run_1/metal_stack.png
The bar under the picture is 10 um long. Only two layers are drawn.
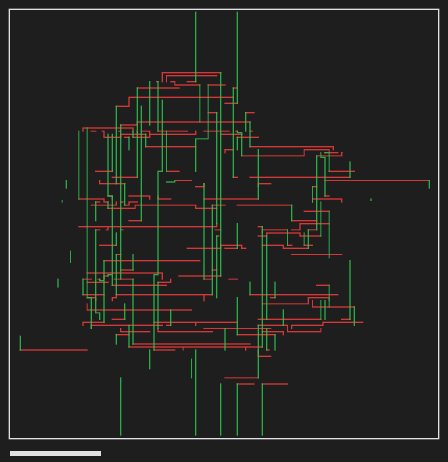
run_1/cell_classes.png
Fill, decap, tap and diode cells in grey.
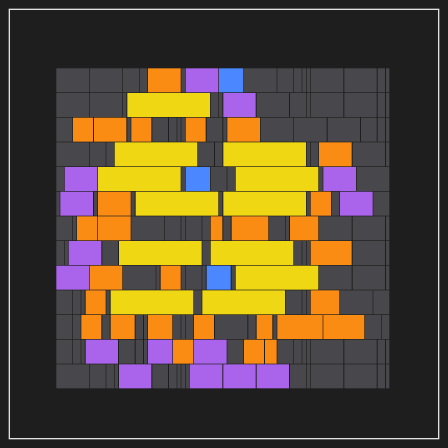
run_1/registers.png
Other sequential cells in the stronger grey, the rest of the logic in the fainter grey.
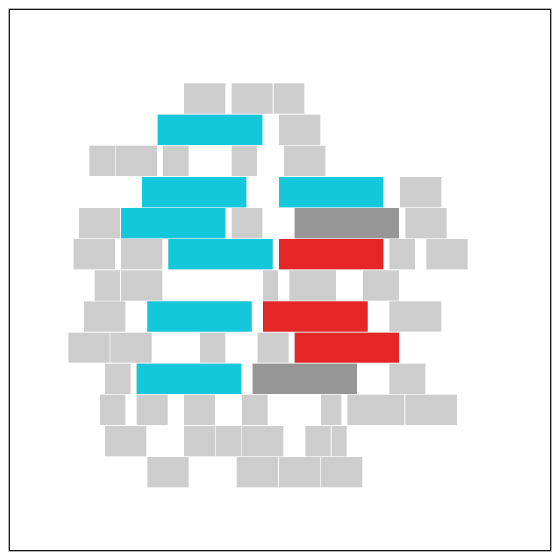
==> config.mk <==
export PLATFORM = sky130hd
export DESIGN_NAME = piso_serializer
export DESIGN_NICKNAME = d
export VERILOG_FILES = /design/src/rtl/piso_serializer.sv
export SDC_FILE = /design/constraint.sdc
export NUM_CORES = 1
export LEC_CHECK = 0
export ABC_CLOCK_PERIOD_IN_PS = 4200
export CELL_PAD_IN_SITES_DETAIL_PLACEMENT = 0
export CELL_PAD_IN_SITES_GLOBAL_PLACEMENT = 1
export CORE_MARGIN = 5
export CORE_UTILIZATION = 40
export CTS_BUF_LIST = sky130_fd_sc_hd__clkbuf_4
export CTS_CLUSTER_DIAMETER = 80
export DETAILED_ROUTE_END_ITERATION = 16
export GPL_ROUTABILITY_DRIVEN = 0
export PLACE_DENSITY = 0.9
export SKIP_CTS_REPAIR_TIMING = 1
export SLEW_MARGIN = 10
export SYNTH_ARGS = -nofsm -noshare
export SYNTH_HDL_FRONTEND = slang
export SYNTH_SLANG_ARGS = --single-unit
==> constraint.sdc <==
create_clock -name clock -period 4.2 [get_ports clock]
set_clock_uncertainty 0.15 [all_clocks]
set_input_delay 0.84 -clock clock [delete_from_list [all_inputs] [get_ports clock]]
set_output_delay 0.84 -clock clock [all_outputs]
set_load 0.02 [all_outputs]
==> impl_metrics.tcl, run 1 <==
# yosys + openroad results
set metrics [dict create \
    status "completed" \
    slew_viol_final 0 \
    rsz0062_at_grt "no" \
    postSynthSeqShare 0.543 \
    grt_max_degree 17 \
    tap-cell-count 15 \
    cap_violations 0 \
    ir_drop_mv 0.282 \
    comb_cells 28 \
    crit_cells 4 \
    clock_latency_ns 0.26 \
    avgViaCountPerCell 5.30 \
    p_per_area_nw_per_um2 674 \
    hpwlAfterDp_um 731 \
    area_delta_synth_final_pct 30.8 \
    comb_share 0.318 \
    fin_setup_tns_ns 0 \
    io-pin-count 15 \
    slew_headroom 0.756 \
    antenna_cells 0 \
    drc 0 \
    largest_reg_flops 7 \
    grt_use_met2 0.165 \
    path_cells "clkdlybuf4s50_1, buf_4, nor2b_1, clkdlybuf4s50_1" \
    portBuffers 14 \
    crit_family "buffers and inverters" \
    warning_count 26 \
    grt_overflow 0 \
    dpl.cell_count 71 \
    synth.distinct_cells 16 \
]
Back to the opening pictures, metal_stack.png:
[red] met1 | wire length: 485 um
[green] met2 | wire length: 456 um
Routed WL: 990 um
Vias: 392
All-Layer GR Usage: 0.114
Wirelength per Cell: 13.4 um

Back to the opening pictures, cell_classes.png:
[yellow] flip-flops | cells: 12
[orange] all other logic | cells: 29
[blue] cells driving clock nets | cells: 3
[purple] other buffers and delay cells | cells: 15
post-route cell area: 723 sq um
cell row count: 13
fraction of area in registers: 0.415

Back to the opening pictures, registers.png:
[red] cnt_q | placed flops: 3
[cyan] shreg_q | placed flops: 7
not coloured: 2
Seq group: 0.000192 W
FF+latch area: 300 sq um
Core Util, Final: 0.556

-- run 1: metal layers --
metal | routed length, um | up-vias
met5 | 0 | -
met4 | 0 | 0
met3 | 49 | 0
met2 | 455 | 8
met1 | 485 | 191
li1 | - | 193
-- run 1: report_power, final --
| group | total, W | leakage [nW] | internal [W] | switching (W) |
|---|---|---|---|---|
| Sequential | 0.000192 | 0.154 | 0.000165 | 0.0000270 |
| Combinational | 0.000230 | 0.169 | 0.000120 | 0.000110 |
| Clock | 0.0000650 | 0.0138 | 0.0000330 | 0.0000319 |
| Total | 0.000487 | 0.337 | 0.000318 | 0.000169 |
-- run 1: metrics by stage --
stage,utilization,hold slack (ns),setup slack [ns],total power (W),cell area [sq um]
after global placement,0.538,0.340,0.953,0.000420,701
after detailed placement,0.538,0.345,0.941,0.000428,701
after global routing,0.556,0.380,0.849,0.000526,723
final,0.556,0.359,0.961,0.000487,723
after CTS,0.556,0.361,0.940,0.000494,723
after floorplan,-,0.320,2.04,0.000363,553
-- run 1: cells by family after synthesis --
| family | synth area share |
|---|---|
| buffers and inverters | 0.0407 |
| AND/OR/NAND/NOR | 0.170 |
| multiplexers | 0.0204 |
| AND-OR/OR-AND | 0.181 |
| flip-flops | 0.543 |
| adder cells (fa/ha/maj) | 0.0452 |
-- run 1: layout by cell type, fill, tap and decap left out --
| cell | instances |
|---|---|
| a21o_1 | 1 |
| a21oi_1 | 1 |
| a221o_1 | 7 |
| a22o_1 | 2 |
| and2_1 | 8 |
| buf_4 | 1 |
| clkbuf_4 | 3 |
| clkdlybuf4s50_1 | 14 |
| dfrtp_1 | 12 |
| ha_1 | 2 |
| inv_1 | 1 |
| mux2_2 | 1 |
| nand2_1 | 1 |
| nor2_2 | 2 |
| nor2b_1 | 1 |
| nor2b_4 | 1 |
| nor3b_1 | 1 |
==> inputs of run 2 (changes only) <==
--- a/config.mk
+++ b/config.mk
@@ -5,16 +5,16 @@
 export SDC_FILE = /design/constraint.sdc
 export NUM_CORES = 1
 export LEC_CHECK = 0
-export ABC_CLOCK_PERIOD_IN_PS = 4200
+export ABC_CLOCK_PERIOD_IN_PS = 3200
 export CELL_PAD_IN_SITES_DETAIL_PLACEMENT = 0
 export CELL_PAD_IN_SITES_GLOBAL_PLACEMENT = 1
 export CORE_MARGIN = 5
-export CORE_UTILIZATION = 40
+export CORE_UTILIZATION = 38
 export CTS_BUF_LIST = sky130_fd_sc_hd__clkbuf_4
 export CTS_CLUSTER_DIAMETER = 80
 export DETAILED_ROUTE_END_ITERATION = 16
 export GPL_ROUTABILITY_DRIVEN = 0
-export PLACE_DENSITY = 0.9
+export PLACE_DENSITY = 0.87
 export SKIP_CTS_REPAIR_TIMING = 1
 export SLEW_MARGIN = 10
 export SYNTH_ARGS = -nofsm -noshare
==> constraint.sdc (replaced) <==
create_clock -name clock -period 3.2 [get_ports clock]
set_clock_uncertainty 0.15 [all_clocks]
set_input_delay 0.64 -clock clock [delete_from_list [all_inputs] [get_ports clock]]
set_output_delay 0.64 -clock clock [all_outputs]
set_load 0.02 [all_outputs]
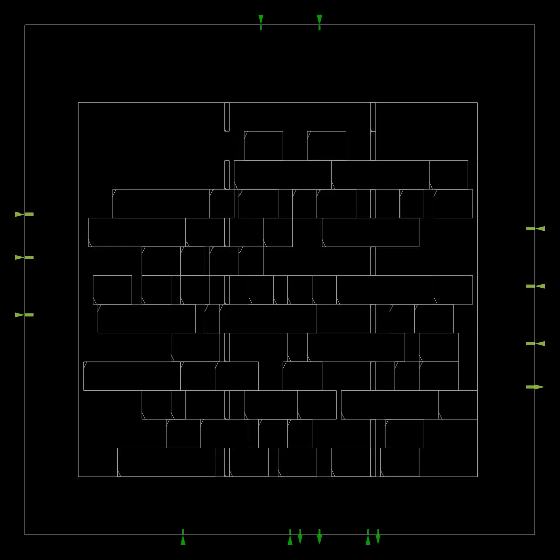
run_2/final_placement.png
number of fill cells: 125
final cell count without fillers: 75

==> impl_metrics.tcl, run 2 <==
# yosys + openroad results
set metrics [dict create \
    status "completed" \
    rsz0062_at_grt "no" \
    mux_share 0.0204 \
    io-pin-count 15 \
    slew_viol_final 0 \
    synth.distinct_cells 16 \
    p_sw_w 0.000226 \
    cap_violations 0 \
    seqPwrFrac 0.388 \
    antenna_cells 0 \
    grt_overflow 0 \
    die_w_um 48.2 \
    synth.logic.top_family "AND-OR/OR-AND gates" \
    wl_um 1040 \
    layout_top_cells "clkdlybuf4s50_1 (14), dfrtp_1 (12), and2_1 (8), a221o_1 (7), clkbuf_4 (3)" \
    hpwlAfterDp_um 779 \
    fin_setup_tns_ns 0 \
    vias 391 \
    dpl_worst_slack_ns 0.559 \
    postSynthSeqShare 0.543 \
    ir_drop_mv 0.642 \
    post_drt_wl_per_cell_um 13.8 \
    setup_slack_ns 0.432 \
    area_delta_synth_final_pct 31.4 \
    layout_top_cell "clkdlybuf4s50_1" \
    grt_usage 0.101 \
    utilization 0.545 \
    drc 0 \
    ys_sh_aoi 0.181 \
    cts_root_buf "clkbuf_4" \
    path_cells "ha_1, ha_1, nor2b_4, nor2b_1, clkdlybuf4s50_1" \
    synthSimpleGateAreaFrac 0.170 \
    ys_sh_xor 0 \
    grt_max_degree 16 \
    largest_reg_flops 7 \
    placementRows 13 \
    portBuffers 14 \
    clkPwrFrac 0.146 \
    p_int_w 0.000420 \
    p_per_area_nw_per_um2 888 \
    dpl.cell_count 71 \
    switching_share 0.350 \
    yosys.area_share.adder 0.0452 \
    clock_latency_ns 0.27 \
    slew_headroom 0.765 \
    pwr-share-comb 0.466 \
    avgViaCountPerCell 5.21 \
]
==> run 2: cell count changes in the layout (fill, tap and decap cells not counted), sizes merged <==
cell,before,now
clkinv,0,1
==> run 2: power groups by stage <==
stage / registers, W / logic (W) / clock network [W]
3_5_place_dp: 0.000255 / 0.000305 / 0
3_3_place_gp: 0.000249 / 0.000301 / 0
5_1_grt: 0.000257 / 0.000326 / 0.000111
6_report: 0.000251 / 0.000301 / 0.0000941
2_1_floorplan: 0.000262 / 0.000215 / 0
4_1_cts: 0.000251 / 0.000307 / 0.0000988
==> run 2: worst max-delay path, delay by kind of cell (launching register included) <==
kind                     cells  cell delay (ns)
buffers and inverters        1             0.54
AND/OR/NAND/NOR              2             0.37
flip-flops                   1             0.39
adder cells (fa/ha/maj)      2             0.41
==> run 2: layout make-up <==
type	instances	area, sq um	share of cell area
Clock buffer	3	22.5	0.0310
Clock inverter	1	3.75	0.00516
Inverter	1	3.75	0.00516
Multi-Input combinational cell	28	230	0.317
Sequential cell	12	300	0.413
Tap cell	15	18.8	0.0258
Timing Repair Buffer	15	148	0.203
==> run 2: per-layer routing <==
metal / share of wire / up-vias / GRT usage
li1: - / 193 / -
met1: 0.48 / 186 / 0.120
met2: 0.44 / 10 / 0.148
met3: 0.064 / 2 / 0.0443
met4: 0.012 / 0 / 0.0645
met5: 0 / - / 0
==> run 2: cells by family (layout without fill, tap and decap cells) <==
group           count (synthesis)  after routing
simple gates                   14             14
buf+inv                         3             20
flops                          12             12
mux                             1              1
compound gates                 11             11
fa+ha+maj                       2              2
==> run 2: through the flow <==
| step | hold WS (ns) | cell area, sq um |
|---|---|---|
| global placement | 0.337 | 701 |
| CTS | 0.361 | 727 |
| floorplan | 0.194 | 553 |
| global route | 0.369 | 727 |
| detailed placement | 0.343 | 701 |
| finish | 0.355 | 727 |
No activity file was given, so power comes from the tool's default toggle rates.
